[src/rtl/act_pkg.sv]
// Shared definitions for the activation serializer: FSM encoding and
// default lane geometry.
package act_pkg;

  typedef enum logic {
    IDLE = 1'b0,
    SEND = 1'b1
  } state_t;

  localparam int default_data_size  = 16;
  localparam int default_array_size = 9;

endpackage

[src/rtl/act_relu.sv]
// Combinational activation on one signed lane word. ACT_RELU_EN selects
// ReLU; otherwise the word passes through unchanged at full width.
module act_relu #(
  parameter int data_size = 16
) (
  input  logic [data_size-1:0] x,
  output logic [data_size-1:0] y
);

`ifdef ACT_RELU_EN
  assign y = x[data_size-1] ? '0 : x;
`else
  assign y = x;
`endif

endmodule

[src/rtl/act_serializer.sv]
// Captures a complete vector of bias-added lanes and streams the activated
// words out one per accepted handshake. Activation chosen by ACT_RELU_EN.
module act_serializer
  import act_pkg::*;
#(
  parameter int data_size  = default_data_size,
  parameter int array_size = default_array_size
) (
  input  logic                            clk,
  input  logic                            rst_n,
  input  logic [array_size-1:0]           lane_done,
  input  logic [array_size*data_size-1:0] lane_data,
  output logic                            in_ready,
  output logic                            out_valid,
  input  logic                            out_ready,
  output logic [data_size-1:0]            out_data,
  output logic [$clog2(array_size)-1:0]   out_lane,
  output logic                            out_last,
  output logic                            frame_done
);

  localparam int lane_w = $clog2(array_size);
  localparam logic [lane_w-1:0] last_idx = lane_w'(array_size - 1);

  state_t              state_reg, state_next;
  logic [lane_w-1:0]   idx_reg, idx_next;
  logic                frame_done_reg, frame_done_next;
  logic                capture;
  logic [data_size-1:0] lane_word [array_size];
  logic [data_size-1:0] buffer_reg [array_size];
  logic [data_size-1:0] act_word;

  genvar gi;
  generate
    for (gi = 0; gi < array_size; gi++) begin : g_lane
      assign lane_word[gi] = lane_data[gi*data_size +: data_size];
    end
  endgenerate

  always_ff @(posedge clk) begin
    if (!rst_n) begin
      state_reg      <= IDLE;
      idx_reg        <= '0;
      frame_done_reg <= 1'b0;
    end else begin
      state_reg      <= state_next;
      idx_reg        <= idx_next;
      frame_done_reg <= frame_done_next;
    end
  end

  // Buffer only loads on the capture edge, so lane changes during SEND are ignored.
  always_ff @(posedge clk) begin
    if (!rst_n) begin
      for (int i = 0; i < array_size; i++) buffer_reg[i] <= '0;
    end else if (capture) begin
      for (int i = 0; i < array_size; i++) buffer_reg[i] <= lane_word[i];
    end
  end

  always_comb begin
    state_next      = state_reg;
    idx_next        = idx_reg;
    frame_done_next = 1'b0;
    capture         = 1'b0;
    case (state_reg)
      IDLE: begin
        if (&lane_done) begin
          capture    = 1'b1;
          idx_next   = '0;
          state_next = SEND;
        end
      end
      SEND: begin
        if (out_ready) begin
          if (idx_reg == last_idx) begin
            idx_next        = '0;
            state_next      = IDLE;
            frame_done_next = 1'b1;
          end else begin
            idx_next = idx_reg + lane_w'(1);
          end
        end
      end
      default: state_next = IDLE;
    endcase
  end

  act_relu #(
    .data_size(data_size)
  ) u_act (
    .x(buffer_reg[idx_reg]),
    .y(act_word)
  );

  assign in_ready   = rst_n && (state_reg == IDLE);
  assign out_valid  = (state_reg == SEND);
  assign out_data   = act_word;
  assign out_lane   = idx_reg;
  assign out_last   = (idx_reg == last_idx);
  assign frame_done = frame_done_reg;

endmodule

[config.mk]
export PLATFORM = sky130hd
export DESIGN_NAME = act_serializer
export DESIGN_NICKNAME = d
export VERILOG_FILES = /design/src/rtl/act_pkg.sv /design/src/rtl/act_relu.sv /design/src/rtl/act_serializer.sv
export SDC_FILE = /design/constraint.sdc
export NUM_CORES = 1
export LEC_CHECK = 0
export ABC_AREA = 1
export CORE_MARGIN = 8
export CORE_UTILIZATION = 35
export DETAILED_ROUTE_END_ITERATION = 10
export GPL_ROUTABILITY_DRIVEN = 0
export MAX_ROUTING_LAYER = met4
export PLACE_DENSITY = 0.59
export REMOVE_ABC_BUFFERS = 1
export SLEW_MARGIN = 30
export SYNTH_ARGS = -nofsm -noshare
export SYNTH_HDL_FRONTEND = slang
export SYNTH_SLANG_ARGS = --single-unit
[constraint.sdc]
create_clock -name clk -period 13.09 [get_ports clk]
set_input_delay 2.618 -clock clk [delete_from_list [all_inputs] [get_ports clk]]
set_output_delay 2.618 -clock clk [all_outputs]
set_load 0.01 [all_outputs]
==> run summary, run 1 <==
Implementation results

The run finished with clean final reports. The switching component of the power is 0.245 mW. The max-cap violation count is 0.

The clock tree root driver cell is clkbuf_16. In the final report, the number of hold violations comes to 0. Counting pins that exceed their max-slew limit in the final report gives 0. The final-layout non-clock buffer area share is 17.8%.

Per the synth stats, the flop cell with the highest instance count is edfxtp_1. Per the cell usage report, the commonest logic cell in the layout is nand2_1. Entering global routing, the biggest net connects 146 pins.

STA puts the critical path data arrival time at 4.06 ns. The clock-pin slew reported for the worst setup and hold paths after clock tree synthesis is 0.06 ns. The final worst slack is 6.41 ns. The post-CTS setup-driven buffer insertion count is 0. The top cell type by total area after synthesis is edfxtp_1. The final net count is 1216.

The number of different library cells used by synthesis comes to 20. The sequential-to-total area share from yosys stat is 57.1%. The total of fill cells in the finished design is 2223. The signal on the critical path passes through clkdlybuf4s50_1 -> inv_1 -> nor2_1 -> clkdlybuf4s50_1. The number of diodes added for antenna fixing is 0. Among the stages of the critical path, the cell type that occurs most often is clkdlybuf4s50_1.

For the final database, setup skew stands at 0.00705 ns. The count of inverters not on the clock network in the layout is 190. The floorplan step records an initial core utilization of 35.3%. The HPWL reported at the end of detailed placement is 12100 µm. The number of rows created at floorplan is 55. For reference, the top cells by count after synthesis are 270 x nand2_1, 189 x inv_1, 144 x edfxtp_1, 103 x nor2_1, 71 x nand3_1. The flow reports power dissipated in sequential cells as 0.566 mW.

The number of global-route vias before repair is 5984. The setup path with the least slack is of type primary input to output port. The total detailed-routing wirelength is 19100 µm. The tap cell count is 285.

The combinational cell area excluding buffers and inverters is 0.00242 mm². The flip-flop and latch count after synthesis is 154. The xor and xnor area share after synthesis is 0%.
==> run 1: final timing paths <==
check                           end      start  slack (ns)
setup / recovery           in_ready      rst_n        6.41
hold / removal            out_valid  out_valid        0.57
setup reg to reg  buffer_reg[4][15]  out_valid       10.13
hold reg to reg           out_valid  out_valid        0.57
==> run 1: per-stage QoR <==
stage / cells / hold slack, ns / cell area [µm²]
after global placement: 1323 / 0.563 / 9870
after global routing: 1355 / 0.635 / 10500
after detailed placement: 1323 / 0.569 / 9870
final: 1355 / 0.575 / 10500
after floorplan: 853 / 0.555 / 7650
after CTS: 1354 / 0.588 / 10500
==> run 1: layer usage <==
metal	routed length [µm]	vias up	global-route usage, %
li1	-	3031	-
met1	9070	2686	18.4
met2	8920	163	23.2
met3	967	11	3.33
met4	158	0	3.76
met5	0	-	-
Run 1, gate-type map:
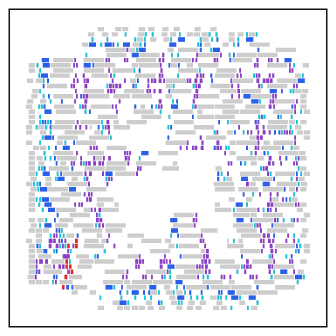
| colour | family | cells | where |
|---|---|---|---|
| blue | nor cells | 155 | spread over the die |
| purple | nand cells | 343 | spread over the die |
| cyan | inv cells | 190 | spread over the die |
| red | aoi and oai cells | 9 | bottom left |

Run 1, M3 wires:
Scale bar: 50 µm.
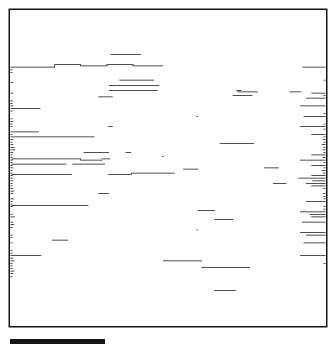
share of all routed wire: 5.1%
main direction: horizontal
nets with wire on the layer: 125
wire length on this layer: 968 µm

Run 1, sequential cells grouped by signal name:
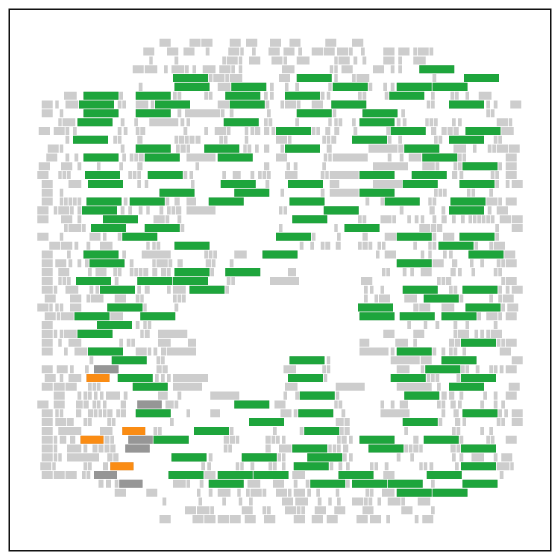
| colour | netlist name | placed flops | where |
|---|---|---|---|
| orange | out_lane | 4 | bottom left |
| green | buffer_reg | 144 | spread over the die |
not coloured: 6

Run 1, met2 routing:
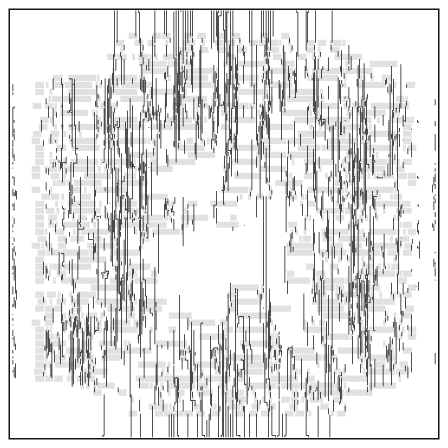

==> run 1 -> run 2 <==
--- a/config.mk
+++ b/config.mk
@@ -11,7 +11,7 @@
 export DETAILED_ROUTE_END_ITERATION = 10
 export GPL_ROUTABILITY_DRIVEN = 0
 export MAX_ROUTING_LAYER = met4
-export PLACE_DENSITY = 0.59
+export PLACE_DENSITY = 0.61
 export REMOVE_ABC_BUFFERS = 1
 export SLEW_MARGIN = 30
 export SYNTH_ARGS = -nofsm -noshare
==> constraint.sdc (replaced) <==
create_clock -name clk -period 5.9 [get_ports clk]
set_input_delay 1.18 -clock clk [delete_from_list [all_inputs] [get_ports clk]]
set_output_delay 1.18 -clock clk [all_outputs]
set_load 0.01 [all_outputs]
Run 2, met2 routing:
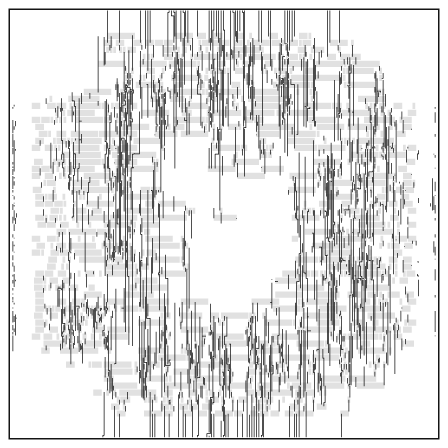
nets with wire on the layer: 884
main direction: vertical
longest straight run: 74.6 µm
share of all routed wire: 47%
wire length on this layer: 9140 µm

Run 2, sequential cells grouped by signal name:
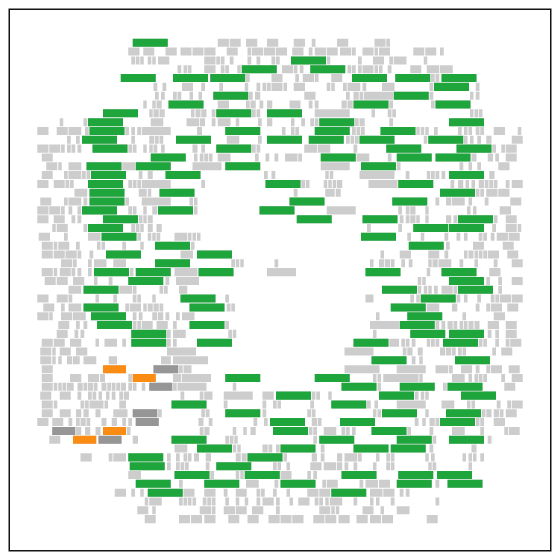
| colour | netlist name | placed flops | where |
|---|---|---|---|
| green | buffer_reg | 144 | spread over the die |
| orange | out_lane | 4 | bottom left |

==> run 2 against run 1 <==
Effect of this change: synthesized cell count did not move; core utilization about the same; global-route usage about the same; sequential cell count did not move; count of clock-buffer cells in the layout up 2; clock power up 120%; final cell count increased by 0.15%; combinational power is 130% higher; sequential share of layout area about the same.
==> run summary, run 2 <==
Implementation results

The clock-pin slew reported for the worst setup and hold paths after clock tree synthesis is 0.06 ns. The fraction of the core area occupied by cells at floorplan is 35.3%. The HPWL reported at the end of detailed placement is 12600 µm. The startpoint identified for the worst register-to-register timing path is out_valid.

After synthesis the netlist holds a flip-flop and latch count of 154. The run finished with clean final reports. The type of the worst setup path is register to output port. Excluding fillers, the count of instances in the completed layout stands at 1357. The number of global-route vias before repair is 6036. The final tally of max-slew violations is 0. The largest clock skew in the final design is 0.00767 ns.

According to the tapcell log, the count of inserted taps is 285. The pin count of the biggest net entering global routing is 78. The OpenROAD report gives the critical path a data arrival time of 3.11 ns. The total of fill cells in the finished design is 2165.

In this run the maximum-capacitance check reported violations numbering 0. The number of diodes added for antenna fixing is 0. The instance area after placement is 0.00990 mm². Counting only logic cells after layout, the most numerous master is nand2_1. Once placement completed, the tool counted placed cells totaling 1326. The end point of the most critical hold path is out_valid. The number of rows created at floorplan is 55. Buffers added to address setup during post-CTS repair amount to 0. The launch point of the worst min-delay path is recorded as out_valid.
==> run 2: kinds of logic after synthesis <==
| family | after synthesis | synth area share (%) |
|---|---|---|
| adders and majority gates | 2 | 0.316 |
| and+or+nand+nor | 498 | 29.5 |
| AOI/OAI and AO/OA | 9 | 0.568 |
| buffers and inverters | 232 | 12.5 |
| DFF | 154 | 57.1 |
==> run 2: per-layer routing <==
| metal | GRT usage, % | up-vias | share of wire [%] |
|---|---|---|---|
| li1 | - | 3031 | - |
| met1 | 18.6 | 2692 | 47 |
| met2 | 22.7 | 153 | 47 |
| met3 | 3.59 | 19 | 4.9 |
| met4 | 3.60 | 0 | 0.95 |
| met5 | - | - | 0 |
Power is estimated from default activity; no workload was simulated.
